Fig. 1: congestion heat map
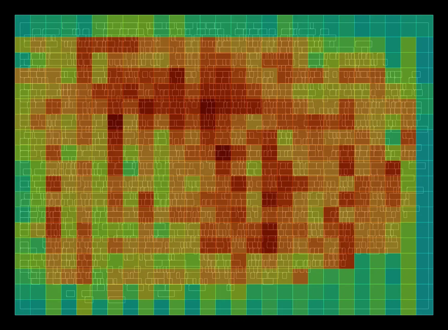
Fig. 2: sequential cells grouped by signal name
Scale bar: 50 um. Other sequential cells in the stronger gray, the rest of the logic in the fainter gray.
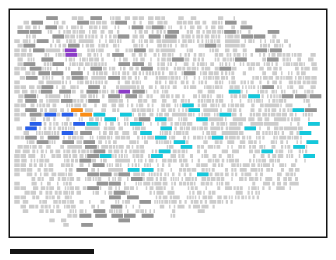
### src/rtl/hs32_div.sv
// Iterative restoring radix-2 divider for the DIV/REM path of the execute stage.
// Resolves STEPS quotient bits per clock; divide-by-zero and signed overflow finish in one cycle.
module hs32_div #(
  parameter int STEPS = 1
) (
  input  logic        clk,
  input  logic        reset,
  input  logic        i_valid,
  output logic        o_ready,
  input  logic [31:0] i_a,
  input  logic [31:0] i_b,
  input  logic        i_signed,
  input  logic        i_rem,
  output logic        o_valid,
  input  logic        i_ready,
  output logic [31:0] o_r,
  output logic [3:0]  o_fl
);

  if (STEPS != 1 && STEPS != 2) begin : g_bad_steps
    $error("hs32_div: STEPS must be 1 or 2");
  end

  typedef enum logic [1:0] {IDLE, CALC, DONE} state_e;

  state_e      state_q;
  logic [5:0]  cnt_q, cnt_d;
  logic [31:0] rem_q, rem_d;
  logic [31:0] quot_q, quot_d;
  logic [31:0] dvs_q;
  logic        sel_rem_q, neg_q_q, neg_r_q;

  logic        a_neg, b_neg, fast_div0, fast_ovf;
  logic [31:0] a_abs, b_abs, fast_res, q_fix, r_fix, res_calc;
  logic [32:0] trial;

  assign a_neg     = i_signed & i_a[31];
  assign b_neg     = i_signed & i_b[31];
  assign a_abs     = a_neg ? -i_a : i_a;
  assign b_abs     = b_neg ? -i_b : i_b;
  assign fast_div0 = (i_b == 32'd0);
  assign fast_ovf  = i_signed && (i_a == 32'h8000_0000) && (i_b == 32'hFFFF_FFFF);
  assign fast_res  = i_rem ? (fast_div0 ? i_a : 32'd0)
                           : (fast_div0 ? 32'hFFFF_FFFF : 32'h8000_0000);

  // Partial remainder always stays below the divisor, so only the trial needs bit 32.
  always_comb begin
    rem_d  = rem_q;
    quot_d = quot_q;
    trial  = '0;
    for (int k = 0; k < STEPS; k++) begin
      trial  = {rem_d, quot_d[31]};
      quot_d = {quot_d[30:0], 1'b0};
      if (trial >= {1'b0, dvs_q}) begin
        trial     = trial - {1'b0, dvs_q};
        quot_d[0] = 1'b1;
      end
      rem_d = trial[31:0];
    end
  end

  assign cnt_d    = cnt_q + 6'(STEPS);
  assign q_fix    = neg_q_q ? -quot_d : quot_d;
  assign r_fix    = neg_r_q ? -rem_d : rem_d;
  assign res_calc = sel_rem_q ? r_fix : q_fix;

  function automatic logic [3:0] mk_fl(input logic [31:0] r, input logic c, input logic v);
    return {r[31], (r == 32'd0), c, v};
  endfunction

  always_ff @(posedge clk) begin
    if (reset) begin
      state_q   <= IDLE;
      cnt_q     <= '0;
      rem_q     <= '0;
      quot_q    <= '0;
      dvs_q     <= '0;
      sel_rem_q <= 1'b0;
      neg_q_q   <= 1'b0;
      neg_r_q   <= 1'b0;
      o_valid   <= 1'b0;
      o_ready   <= 1'b1;
      o_r       <= '0;
      o_fl      <= '0;
    end else begin
      case (state_q)
        IDLE: if (i_valid && o_ready) begin
          sel_rem_q <= i_rem;
          neg_q_q   <= a_neg ^ b_neg;
          neg_r_q   <= a_neg;
          o_ready   <= 1'b0;
          if (fast_div0 || fast_ovf) begin
            state_q <= DONE;
            o_valid <= 1'b1;
            o_r     <= fast_res;
            o_fl    <= mk_fl(fast_res, fast_div0, fast_ovf);
          end else begin
            state_q <= CALC;
            rem_q   <= '0;
            quot_q  <= a_abs;
            dvs_q   <= b_abs;
            cnt_q   <= '0;
          end
        end
        CALC: begin
          rem_q  <= rem_d;
          quot_q <= quot_d;
          cnt_q  <= cnt_d;
          if (cnt_d == 6'd32) begin
            state_q <= DONE;
            o_valid <= 1'b1;
            o_r     <= res_calc;
            o_fl    <= mk_fl(res_calc, 1'b0, 1'b0);
          end
        end
        DONE: if (i_ready) begin
          state_q <= IDLE;
          o_valid <= 1'b0;
          o_ready <= 1'b1;
          cnt_q   <= '0;
        end
        default: state_q <= IDLE;
      endcase
    end
  end

endmodule

### config.mk
export PLATFORM = sky130hd
export DESIGN_NAME = hs32_div
export DESIGN_NICKNAME = d
export VERILOG_FILES = /design/src/rtl/hs32_div.sv
export SDC_FILE = /design/constraint.sdc
export NUM_CORES = 1
export LEC_CHECK = 0
export CAP_MARGIN = 20
export CORE_AREA = 2 2 185 132
export CTS_CLUSTER_DIAMETER = 150
export CTS_CLUSTER_SIZE = 14
export DETAILED_ROUTE_END_ITERATION = 10
export DIE_AREA = 0 0 187 134
export GPL_ROUTABILITY_DRIVEN = 0
export PLACE_DENSITY = 0.75
export SLEW_MARGIN = 0
export SYNTH_ARGS = -nofsm -noshare
export SYNTH_HDL_FRONTEND = slang
export SYNTH_SLANG_ARGS = --single-unit
### constraint.sdc
create_clock -name clk -period 5.8 [get_ports clk]
set_input_delay 1.45 -clock clk [delete_from_list [all_inputs] [get_ports clk]]
set_output_delay 1.45 -clock clk [all_outputs]
set_load 0.01 [all_outputs]
==> flow_summary.toml <==
# yosys + openroad results
[status]
outcome = "finished clean"

[floorplan]
die_h_um = 134
die_width_um = 187
num_rows = 47

[sta]
fin_hold_ws_ps = 466.7
maxSlewHeadroom_pct = 28.56
finalHoldViolations = 0
post-route-period-util_pct = 92.45
unrepaired_setup_endpoints_after_global_routing = "false"
totalNegativeSetupSlack_ps = 0
post-route-min-period_ps = 5362

[hold_path]
worst_hold_path_type = "register to register"
worst_hold_path.endpoint = "o_r[21]$_SDFFE_PP0P_"
min-delay-start = "o_r[21]$_SDFFE_PP0P_"

[synth]
number_of_enable_flip_flop_cells = 0
netlist_area_sq_um = 11930
synth_xor_xnor_area_share_pct = 10.29
ys_chip_area_sq_um = 11930
syn-mean-instance-area_sq_um = 7.101
ys_cells = 1680
synthSimpleGateAreaFrac_pct = 24.75
mappedNetlistNets = 1788
top_cell = "sky130_fd_sc_hd__nor2_1"
netlist_top_cells_area = "sky130_fd_sc_hd__dfxtp_1 24%, sky130_fd_sc_hd__nor2_1 8.5%, sky130_fd_sc_hd__a21oi_1 6.0%, sky130_fd_sc_hd__xor2_1 5.7%, sky130_fd_sc_hd__a211oi_1 5.0%"
yosys-dominant-comb-family = "AND-OR/OR-AND gates"
synth_async_sr_flop_share_pct = 0

[run]
stage_log_warnings = 29

[clock_network]
htree_num_levels = 4
cts_buffer_depth = 2
holdBufCountCts = 0
buffers_inserted_during_post_cts_setup_optimization = 0
clock_tree_from_tritoncts = "yes"
clock_insertion_delay_worst_skew_ps = 440
post_cts_resize_count = 0

[worst_setup_path]
r2r_setup_slack_ps = 440
worst_r2r_endpoint = "o_fl[2]$_SDFFE_PP0P_"
required_ps = 6170
number_of_buffers_and_inverters_on_the_critical_path = 1
cp.arrival_ps = 5740
worstPathCellList = "ha_1 > inv_1 > fa_1 > a21o_2 > a221o_1 > a31o_1 > xor2_1 > nor4_4 > nand4_2 > and3_2 > xor2_1 > a21oi_1 > o211ai_1 > nor4_1 > nand4_1 > or4_1 > o21ai_1"
worstRegToRegCells = 17
critical-path-slowest-cell = "sky130_fd_sc_hd__or4_1"
critPathCaptureType = "register"

[route]
drc = 0
antenna_left = 0
drtIter0Drc = 2051

[place]
hpwl_mm = 31.18
buffer_ports.inserted = 107
place_inst = 2015

[finish]
flow.area_growth_from_synthesis_pct = 15.34
proportion_of_layout_cells_with_a_drive_suffix_above_1_pct = 5.665
combGateArea_sq_um = 8447
finish.cell_count_without_fillers = 2048

[grt]
grt_pass1_wl_mm = 66.06
global_route.overflow_total = 0
grt_start_max_net_pins = 103
antenna_found_initial = 0

[power_and_ir_drop]
power.leakage_nw = 5.061
powerDensity_nw_per_um2 = 368.5
peakVddDrop_mv = 0.2918
## Picture notes: Fig. 1
Top Usage Layer GRT: met1
met3 layer usage reported by global route: 11.12%
fraction of the core area covered by cells at the end of the flow: 58.94%
final routed wire length divided by cell count: 20.53 um
overall track demand over capacity in global routing: 33.30%

## Picture notes: Fig. 2
color	signal	sequential cells
blue	`cnt_q`	6
orange	`state_q`	2
purple	`o_fl`	3
cyan	`rem_q`	32
share of cell area taken by flip-flops and latches: 20.96%
area taken by flip-flops and latches: 2884 sq um
Power Sequential: 1.22 mW

layout by cell type (no fill, tap or decap), types with 10 or more instances in the layout:
cell                              count
sky130_fd_sc_hd__nor2_1             270
sky130_fd_sc_hd__nand2_1            144
sky130_fd_sc_hd__a21oi_1            143
sky130_fd_sc_hd__dfxtp_1            143
sky130_fd_sc_hd__o21ai_0            107
sky130_fd_sc_hd__clkdlybuf4s50_1    106
sky130_fd_sc_hd__a211oi_1            79
sky130_fd_sc_hd__xor2_1              77
sky130_fd_sc_hd__xnor2_1             60
sky130_fd_sc_hd__inv_1               48
sky130_fd_sc_hd__nor3_1              44
sky130_fd_sc_hd__ha_1                37
sky130_fd_sc_hd__o31ai_1             33
sky130_fd_sc_hd__nand3_1             31
sky130_fd_sc_hd__o211ai_1            30
sky130_fd_sc_hd__buf_4               24
sky130_fd_sc_hd__nand4_1             23
sky130_fd_sc_hd__a31oi_1             22
sky130_fd_sc_hd__or3_1               22
sky130_fd_sc_hd__mux2i_1             22
sky130_fd_sc_hd__nor4_1              20
sky130_fd_sc_hd__a22oi_1             17
sky130_fd_sc_hd__clkbuf_16           17
sky130_fd_sc_hd__or4_1               14
sky130_fd_sc_hd__a21o_1              12
sky130_fd_sc_hd__and3_1              12
sky130_fd_sc_hd__o21a_1              11
sky130_fd_sc_hd__o41ai_1             10
report_power, final:
part	switching (mW)	leakage (nW)	internal, mW
Combinational	1.81	3.62	0.983
Sequential	0.127	1.18	1.09
Clock	0.498	0.266	0.561
how the worst max path moves through the flow:
stage	startpoint	end	slack (ps)	cells after the start
floorplan	rem_q[5]$_SDFFE_PP0P_	o_fl[2]$_SDFFE_PP0P_	290	25
global placement	rem_q[8]$_SDFFE_PP0P_	o_fl[2]$_SDFFE_PP0P_	210	17
detailed placement	i_a[3]	o_fl[2]$_SDFFE_PP0P_	310	15
CTS	rem_q[8]$_SDFFE_PP0P_	o_fl[2]$_SDFFE_PP0P_	350	17
global route	rem_q[8]$_SDFFE_PP0P_	o_fl[2]$_SDFFE_PP0P_	220	19
finish	dvs_q[0]$_SDFFE_PP0P_	o_fl[2]$_SDFFE_PP0P_	440	17
final cells by class:
class                      instances  area share, %
clock buffer                      18          3.119
clock inverter                    14         0.8821
inverter                          51          1.391
multi-input combinational       1371          61.39
sequential                       144          20.96
tap                              318          2.892
timing repair buffer             132          9.366
through the flow:
step / setup WS, ps / area (sq um) / utilization [%] / power (mW)
after floorplan: 288.0 / 11930 / - / 3.165
after global placement: 212.2 / 13180 / 56.44 / 3.864
after detailed placement: 306.7 / 13180 / 56.44 / 3.906
after CTS: 346.2 / 13730 / 58.80 / 4.974
after global routing: 219.2 / 13760 / 58.94 / 5.377
final: 437.8 / 13760 / 58.94 / 5.070
state kept, by name, indices dropped and copies added, names as in the netlist:
name	cells
o_r	32
state_q	2
neg_q_q	1
o_ready	1
o_valid	1
quot_q	32
dvs_q	32
o_fl	3
rem_q	32
cnt_q	6
neg_r_q	1
sel_rem_q	1
metal layers:
layer	up-vias	routed length [um]	GRT usage, %	share of wire, %
li1	6155	-	-	-
met1	6165	18790	49.47	45
met2	836	16510	46.08	39
met3	72	6061	11.12	14
met4	0	692	6.834	1.6
met5	-	0	0	0
No activity file was given, so power comes from the tool's default toggle rates.
